==> images/met3.png <==
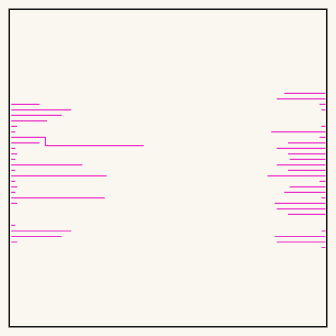
==> images/pins.png <==
Pins as bars across the die edge, other pins in grey.
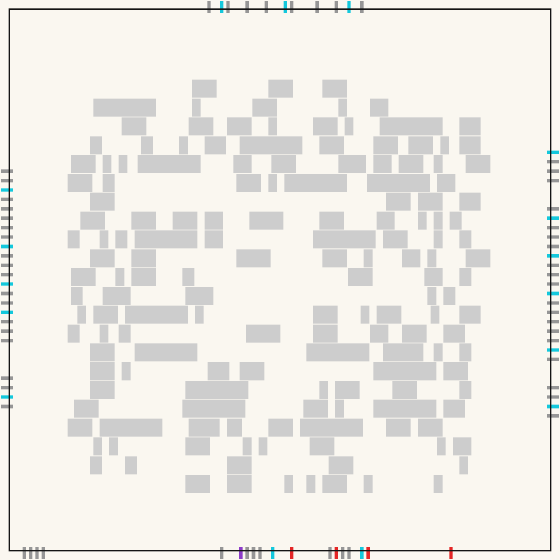
==> images/final_placement.png <==
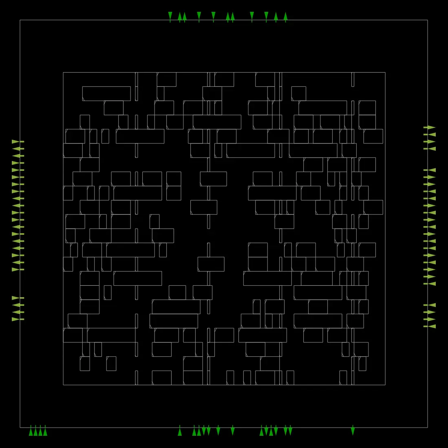
==> images/clock_map.png <==
Bar = 20 um.
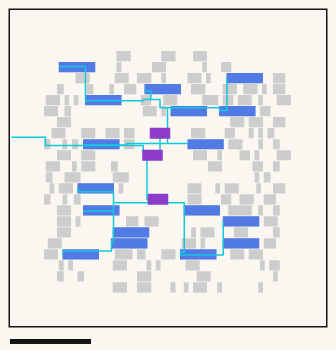
<file path="src/rtl/control_flag_bank_if.sv">
// control_flag_bank_if
//   Groups the request inputs, flag outputs and acknowledge handshake of
//   control_flag_bank.
//   master : P2-phase decode logic plus the consumer of acknowledge offers.
//            It drives P2_Set, P2_Reset, P2_Reset_Group, P2_Reset_ALL and Req_Ack.
//   slave  : the flag bank. It drives Q, notQ, Req_Valid and Req_Index.
interface control_flag_bank_if #(
  parameter int N_FLAG  = 16,
  parameter int N_GROUP = 4
);
  localparam int IDX_W = (N_FLAG > 1) ? $clog2(N_FLAG) : 1;

  logic [N_FLAG-1:0]  P2_Set;
  logic [N_FLAG-1:0]  P2_Reset;
  logic [N_GROUP-1:0] P2_Reset_Group;
  logic               P2_Reset_ALL;
  logic [N_FLAG-1:0]  Q;
  logic [N_FLAG-1:0]  notQ;
  logic               Req_Valid;
  logic [IDX_W-1:0]   Req_Index;
  logic               Req_Ack;

  modport master (
    output P2_Set, P2_Reset, P2_Reset_Group, P2_Reset_ALL, Req_Ack,
    input  Q, notQ, Req_Valid, Req_Index
  );

  modport slave (
    input  P2_Set, P2_Reset, P2_Reset_Group, P2_Reset_ALL, Req_Ack,
    output Q, notQ, Req_Valid, Req_Index
  );
endinterface

</file>
<file path="src/rtl/control_flag_bank.sv">
// control_flag_bank
//   Parametrised bank of N_FLAG set/reset control-cycle flags, with
//   per-group clears, a masked clear-all, auto-clearing one-shot flags and a
//   priority acknowledge port that offers pending flags (lowest index first).
//   Ports:
//     Clk   : clock, all state changes on the rising edge
//     Reset : asynchronous active-high reset
//     bus   : control_flag_bank_if.slave
//             (P2_Set/P2_Reset/P2_Reset_Group/P2_Reset_ALL/Req_Ack in,
//              Q/notQ/Req_Valid/Req_Index out)
//   All outputs come straight from flops.
module control_flag_bank #(
  parameter int                         N_FLAG       = 16,
  parameter int                         N_GROUP      = 4,
  parameter logic [N_GROUP*N_FLAG-1:0]  GROUP_MASK   = '0,
  parameter logic [N_FLAG-1:0]          ALLCLR_MASK  = '1,
  parameter logic [N_FLAG-1:0]          RESET_VAL    = '0,
  parameter bit                         SET_WINS     = 1'b0,
  parameter logic [N_FLAG-1:0]          ONESHOT_MASK = '0,
  parameter int                         ONESHOT_LEN  = 2,
  parameter logic [N_FLAG-1:0]          ACK_MASK     = '0
) (
  input logic                 Clk,
  input logic                 Reset,
  control_flag_bank_if.slave  bus
);
  localparam int IDX_W = (N_FLAG > 1) ? $clog2(N_FLAG) : 1;

  localparam logic [0:0] ST_IDLE  = 1'b0;
  localparam logic [0:0] ST_OFFER = 1'b1;

  logic [N_FLAG-1:0]      q_q, q_d;
  logic [N_FLAG-1:0][7:0] cnt_q, cnt_d;
  logic [0:0]             state_q, state_d;
  logic [IDX_W-1:0]       idx_q, idx_d;

  logic [N_FLAG-1:0] grp_clr;
  logic [N_FLAG-1:0] expire;
  logic [N_FLAG-1:0] ack_clr;
  logic [N_FLAG-1:0] clr_ord;
  logic [N_FLAG-1:0] clr_all;
  logic [N_FLAG-1:0] pend;
  logic [IDX_W-1:0]  lowest;
  logic              offered_live;

  // Clear sources
  always_comb begin
    grp_clr = '0;
    for (int g = 0; g < N_GROUP; g++) begin
      grp_clr = grp_clr |
                ({N_FLAG{bus.P2_Reset_Group[g]}} & GROUP_MASK[g*N_FLAG +: N_FLAG]);
    end
    for (int i = 0; i < N_FLAG; i++) begin
      // A one-shot expires on the edge where its count is 1, giving exactly
      // ONESHOT_LEN cycles high.
      expire[i]  = ONESHOT_MASK[i] & q_q[i] & (cnt_q[i] == 8'd1);
      ack_clr[i] = (state_q == ST_OFFER) & bus.Req_Ack & ACK_MASK[i] &
                   (idx_q == IDX_W'(i));
    end
    clr_ord = bus.P2_Reset | grp_clr | ack_clr | expire;
    clr_all = {N_FLAG{bus.P2_Reset_ALL}} & ALLCLR_MASK;
  end

  // Next flag state and one-shot counters
  always_comb begin
    q_d   = q_q;
    cnt_d = cnt_q;
    for (int i = 0; i < N_FLAG; i++) begin
      // Clear-all overrides set unconditionally; SET_WINS only arbitrates
      // against the ordinary clear sources.
      if (clr_all[i])
        q_d[i] = 1'b0;
      else if (bus.P2_Set[i] && clr_ord[i])
        q_d[i] = SET_WINS;
      else if (bus.P2_Set[i])
        q_d[i] = 1'b1;
      else if (clr_ord[i])
        q_d[i] = 1'b0;

      if (!ONESHOT_MASK[i] || !q_d[i])
        cnt_d[i] = 8'd0;
      else if (bus.P2_Set[i])
        cnt_d[i] = 8'(ONESHOT_LEN);   // load on set, reload on retrigger
      else if (q_q[i] && (cnt_q[i] != 8'd0))
        cnt_d[i] = cnt_q[i] - 8'd1;
    end
  end

  // Acknowledge FSM
  always_comb begin
    state_d      = state_q;
    idx_d        = idx_q;
    pend         = q_q & ACK_MASK;
    lowest       = '0;
    offered_live = 1'b0;
    for (int i = N_FLAG - 1; i >= 0; i--) begin
      if (pend[i]) lowest = IDX_W'(i);
    end
    // Withdraw is judged on the next flag state so Req_Valid falls on the
    // same edge the offered flag is cleared.
    for (int i = 0; i < N_FLAG; i++) begin
      if (idx_q == IDX_W'(i)) offered_live = q_d[i];
    end
    case (state_q)
      ST_IDLE: begin
        if (pend != '0) begin
          state_d = ST_OFFER;
          idx_d   = lowest;
        end
      end
      default: begin
        if (bus.Req_Ack || !offered_live) state_d = ST_IDLE;
      end
    endcase
  end

  always_ff @(posedge Clk or posedge Reset) begin
    if (Reset) begin
      q_q     <= RESET_VAL;
      cnt_q   <= '0;
      state_q <= ST_IDLE;
      idx_q   <= '0;
    end else begin
      q_q     <= q_d;
      cnt_q   <= cnt_d;
      state_q <= state_d;
      idx_q   <= idx_d;
    end
  end

  assign bus.Q         = q_q;
  assign bus.notQ      = ~q_q;
  assign bus.Req_Valid = (state_q == ST_OFFER);
  assign bus.Req_Index = idx_q;

endmodule
</file>
<file path="src/flat_wrapper.sv">
// flat-port wrapper written by rule: the top's interface ports become plain ports
module control_flag_bank_flat 
#(
  parameter int                         N_FLAG       = 16,
  parameter int                         N_GROUP      = 4,
  parameter logic [N_GROUP*N_FLAG-1:0]  GROUP_MASK   = '0,
  parameter logic [N_FLAG-1:0]          ALLCLR_MASK  = '1,
  parameter logic [N_FLAG-1:0]          RESET_VAL    = '0,
  parameter bit                         SET_WINS     = 1'b0,
  parameter logic [N_FLAG-1:0]          ONESHOT_MASK = '0,
  parameter int                         ONESHOT_LEN  = 2,
  parameter logic [N_FLAG-1:0]          ACK_MASK     = '0
)
  (Clk, Reset, bus_P2_Set, bus_P2_Reset, bus_P2_Reset_Group, bus_P2_Reset_ALL, bus_Req_Ack, bus_Q, bus_notQ, bus_Req_Valid, bus_Req_Index);
  control_flag_bank_if #(.N_FLAG(N_FLAG), .N_GROUP(N_GROUP)) bus_i ();
  input logic Clk;
  input logic Reset;
  input wire logic [$bits(bus_i.P2_Set)-1:0] bus_P2_Set;
  input wire logic [$bits(bus_i.P2_Reset)-1:0] bus_P2_Reset;
  input wire logic [$bits(bus_i.P2_Reset_Group)-1:0] bus_P2_Reset_Group;
  input wire logic [$bits(bus_i.P2_Reset_ALL)-1:0] bus_P2_Reset_ALL;
  input wire logic [$bits(bus_i.Req_Ack)-1:0] bus_Req_Ack;
  output wire logic [$bits(bus_i.Q)-1:0] bus_Q;
  output wire logic [$bits(bus_i.notQ)-1:0] bus_notQ;
  output wire logic [$bits(bus_i.Req_Valid)-1:0] bus_Req_Valid;
  output wire logic [$bits(bus_i.Req_Index)-1:0] bus_Req_Index;
  assign bus_i.P2_Set = bus_P2_Set;
  assign bus_i.P2_Reset = bus_P2_Reset;
  assign bus_i.P2_Reset_Group = bus_P2_Reset_Group;
  assign bus_i.P2_Reset_ALL = bus_P2_Reset_ALL;
  assign bus_i.Req_Ack = bus_Req_Ack;
  assign bus_Q = bus_i.Q;
  assign bus_notQ = bus_i.notQ;
  assign bus_Req_Valid = bus_i.Req_Valid;
  assign bus_Req_Index = bus_i.Req_Index;
  control_flag_bank #(.N_FLAG(N_FLAG), .N_GROUP(N_GROUP), .GROUP_MASK(GROUP_MASK), .ALLCLR_MASK(ALLCLR_MASK), .RESET_VAL(RESET_VAL), .SET_WINS(SET_WINS), .ONESHOT_MASK(ONESHOT_MASK), .ONESHOT_LEN(ONESHOT_LEN), .ACK_MASK(ACK_MASK)) u_core (.Clk(Clk), .Reset(Reset), .bus(bus_i));
endmodule
</file>
<file path="config.mk">
export PLATFORM = sky130hd
export DESIGN_NAME = control_flag_bank_flat
export DESIGN_NICKNAME = d
export VERILOG_FILES = /design/src/rtl/control_flag_bank_if.sv /design/src/rtl/control_flag_bank.sv /design/src/flat_wrapper.sv
export SDC_FILE = /design/constraint.sdc
export NUM_CORES = 1
export LEC_CHECK = 0
export CAP_MARGIN = 20
export CELL_PAD_IN_SITES_DETAIL_PLACEMENT = 1
export CELL_PAD_IN_SITES_GLOBAL_PLACEMENT = 1
export CORE_MARGIN = 8
export CORE_UTILIZATION = 20
export CTS_BUF_LIST = sky130_fd_sc_hd__clkbuf_4 sky130_fd_sc_hd__clkbuf_8 sky130_fd_sc_hd__clkbuf_16
export DETAILED_ROUTE_END_ITERATION = 10
export PLACE_DENSITY_LB_ADDON = 0.1
export SETUP_SLACK_MARGIN = 0.4
export SLEW_MARGIN = 30
export SYNTH_ARGS = -nofsm -noshare
export SYNTH_HDL_FRONTEND = slang
export SYNTH_SLANG_ARGS = --single-unit
export TNS_END_PERCENT = 5
</file>
<file path="constraint.sdc">
create_clock -name Clk -period 1.6 [get_ports Clk]
set_clock_uncertainty 0.1 [all_clocks]
set_input_delay 0.24 -clock Clk [delete_from_list [all_inputs] [get_ports Clk]]
set_output_delay 0.24 -clock Clk [all_outputs]
set_load 0.005 [all_outputs]
</file>
==> impl_metrics.json <==
{
  "end_kind": "output pin",
  "place.gp.congestion": 0.658,
  "r2r-start": "u_core.bus.Q[8]",
  "fin_nets": 197,
  "dp_hpwl_um": 2220,
  "drive_gt1_share_pct": 25.0,
  "cp.required_ns": 1.26,
  "die_area_um2": 6090,
  "logic_gates": 38,
  "inverters": 17,
  "num_rows": 22,
  "die_w_um": 78.0,
  "cts_tree": "done",
  "clock_buffers": 4,
  "htreeDepth": 1,
  "syn_inst": 75,
  "p_per_area_nw_per_um2": 664,
  "timing.final.hold_violations": 0,
  "antenna_found_initial": 0,
  "yosys_warnings": 0,
  "yosysTopAreaCellShare_pct": 55.3,
  "clk_pin_slew_worst_paths_ns": 0.07,
  "final_cells": 204,
  "simple_gate_area_share_pct": 28.0,
  "critPathMaxStageDelay_ns": 0.39,
  "non_clock_buffer_count": 80,
  "io_pins": 77,
  "place_inst": 191,
  "io_buffers": 68,
  "ys_sh_aoi_pct": 0,
  "finalCritPeriodShare_pct": 78.0,
  "leakagePower_nw": 0.717,
  "post_drt_wl_per_cell_um": 13.5,
  "synthTopLogicFamily": "simple AND/OR/NAND/NOR gates",
  "ys_sh_mux_pct": 0,
  "antenna_cells": 0,
  "edf_count": 0,
  "vdd_drop_max_v": 0.000217,
  "seq_share_pct": 27.6,
  "grt_overflow": 0,
  "fin_crit_ns": 1.25,
  "drt_iter0_markers": 19,
  "ys_chip_area_um2": 769,
  "fa_ha_area_share_pct": 0,
  "slew_viol_final": 0,
  "ys_cells": 75,
  "drt-pass1-iter-count": 2,
  "grt_usage_pct": 9.24,
  "placeableCoreArea_um2": 3690,
  "fin_setup_tns_ns": 0,
  "drc_errors": 0,
  "setup_violations": 0,
  "clkCellAreaFrac_pct": 3.16,
  "path_cells": "buf_4, inv_1, buf_2",
  "syn_to_final_growth_pct": 100,
  "grt_pass1_wl_um": 4570,
  "numClockSinks": 17,
  "ys.flop_type": "dfrtp_1",
  "biggestCellCategory": "non-clock buffers",
  "common_cells": "dfrtp_1, inv_1, nor2_1",
  "avgSynthCellArea_um2": 10.3,
  "netlist_area_um2": 769,
  "outcome": "completed",
  "final_cell_area_um2": 1540,
  "drv_cap": 0,
  "nonClkBufAreaFrac_pct": 46.3,
  "r2r_slack_ns": 0.65,
  "regArea_um2": 425,
  "area_leaders": "dfrtp_1, nor3_2, inv_1",
  "p_total_w": 0.00102,
  "ys_ff": 17,
  "fp_util_pct": 20.9,
  "rsz0062_at_grt": "yes",
  "async_flop_share_pct": 100,
  "start_kind": "register",
  "clk_path_buf_depth": 2,
  "die.size.y_um": 78.0,
  "grt_pass1_vias": 892,
  "comb-cell-share_pct": 14.9,
  "ys_sh_xor_pct": 0,
  "grt_max_degree": 18,
  "worst_slack_ns": 0.352,
  "root_buffer": "clkbuf_8",
  "fmax_mhz": 801,
  "ys_seq_share_pct": 55.3,
  "ant_nets": 0,
  "placed_area_um2": 1480,
  "worstPathArrival_ns": 0.91,
  "worst-path-max-fanout": 2,
  "synth_area_leader_cell": "dfrtp_1",
  "critPathLaunch": "u_core.bus.Q[15]",
  "cts.hold.buffers_added": 0,
  "post-place-ws_ns": 0.298,
  "cts_made_buffers": 3,
  "vias_per_cell": 3.86,
  "crit_path_top_delay_cell": "dfrtp_1",
  "path_class": "register to output pin",
  "synthDistinctLibCells": 12,
  "hold_path.class": "input pin to async pin",
  "largest_register_ffs": 16,
  "comb_area_um2": 230,
  "tool_warnings": 32
}
## Picture notes: met3.png
nets with wire on the layer: 48
wire length on this layer: 373 um
main direction: horizontal
met3 Track Usage GR: 5.47%
Total Wirelength: 2760 um
via count: 787

## Picture notes: pins.png
| port | colour | pins | direction | edge |
|---|---|---|---|---|
| bus_notQ | cyan | 16 | output | 6 east, 5 west, 3 north, 2 south |
| bus_Req_Ack | purple | 1 | input | south |
| bus_Req_Index | red | 4 | output | south |
all pins by edge: 25 east, 23 west, 18 south, 11 north

## Picture notes: final_placement.png
Seq cells: 17
layout filler cell count: 435
tap cells: 48

## Picture notes: clock_map.png
[flip-flops] blue | count: 17
[clock wires] cyan | length: 253 um
[cells driving clock nets] purple | count: 3
routed clock nets: 4
Latency at later pin: 0.24 ns
clk pwr: 0.000337 W

cells in the final DEF, fill, tap and decap left out, drive strengths merged:
| cell type | n |
|---|---|
| dlygate4sd2 | 8 |
| clkbuf | 5 |
| nor4 | 1 |
| nor3 | 16 |
| buf | 22 |
| clkdlybuf4s50 | 35 |
| clkdlybuf4s15 | 14 |
| nand2b | 1 |
| nor2 | 16 |
| dfrtp | 17 |
| conb | 4 |
| inv | 17 |
critical path, delay by kind of cell, from the launching register on:
| kind | cells | cell delay (ns) |
|---|---|---|
| flops | 1 | 0.39 |
| buf+inv | 3 | 0.28 |
cell families after synthesis:
kind of cell           Yosys count
other                            1
buffers and inverters           23
AND/OR/NAND/NOR                 34
flip-flops                      17
where the power goes:
group	internal (W)	leakage, nW	switching, W
logic	0.000146	0.463	0.0000811
clock network	0.000193	0.0262	0.000143
registers	0.000448	0.228	0.0000125
stage by stage:
step                util [%]  hold WS, ns
global placement        40.2        0.425
CTS                     41.7        0.229
finish                  41.8        0.220
global route            41.8        0.290
detailed placement      40.2        0.431
floorplan                  -       0.0661
path summary, 6_finish.rpt:
| path | to | cells after the start |
|---|---|---|
| hold / removal | u_core.bus.Q[11] | 3 |
| max in group asynchronous | u_core.bus.Q[7] | 3 |
| min in group Clk | u_core.bus.Q[14] | 2 |
| hold reg to reg | u_core.bus.Req_Valid | 2 |
| setup / recovery | bus_notQ[15] | 3 |
| setup reg to reg | u_core.bus.Q[8] | 3 |
routing by layer:
layer,global-route usage [%],wire (um),vias up
li1,-,-,377
met1,11.1,1160,362
met2,14.4,1230,48
met3,5.47,373,0
met4,1.11,0,0
met5,0,0,-
what timing repair did:
action	4_1_cts	5_1_grt
gates resized	76	6
pin swaps	0	0
endpoints found under the setup margin	33	33
buffers inserted	8	1
hold endpoints to repair	0	0
Power figures rest on the tool's default switching activity, not on a simulated workload.
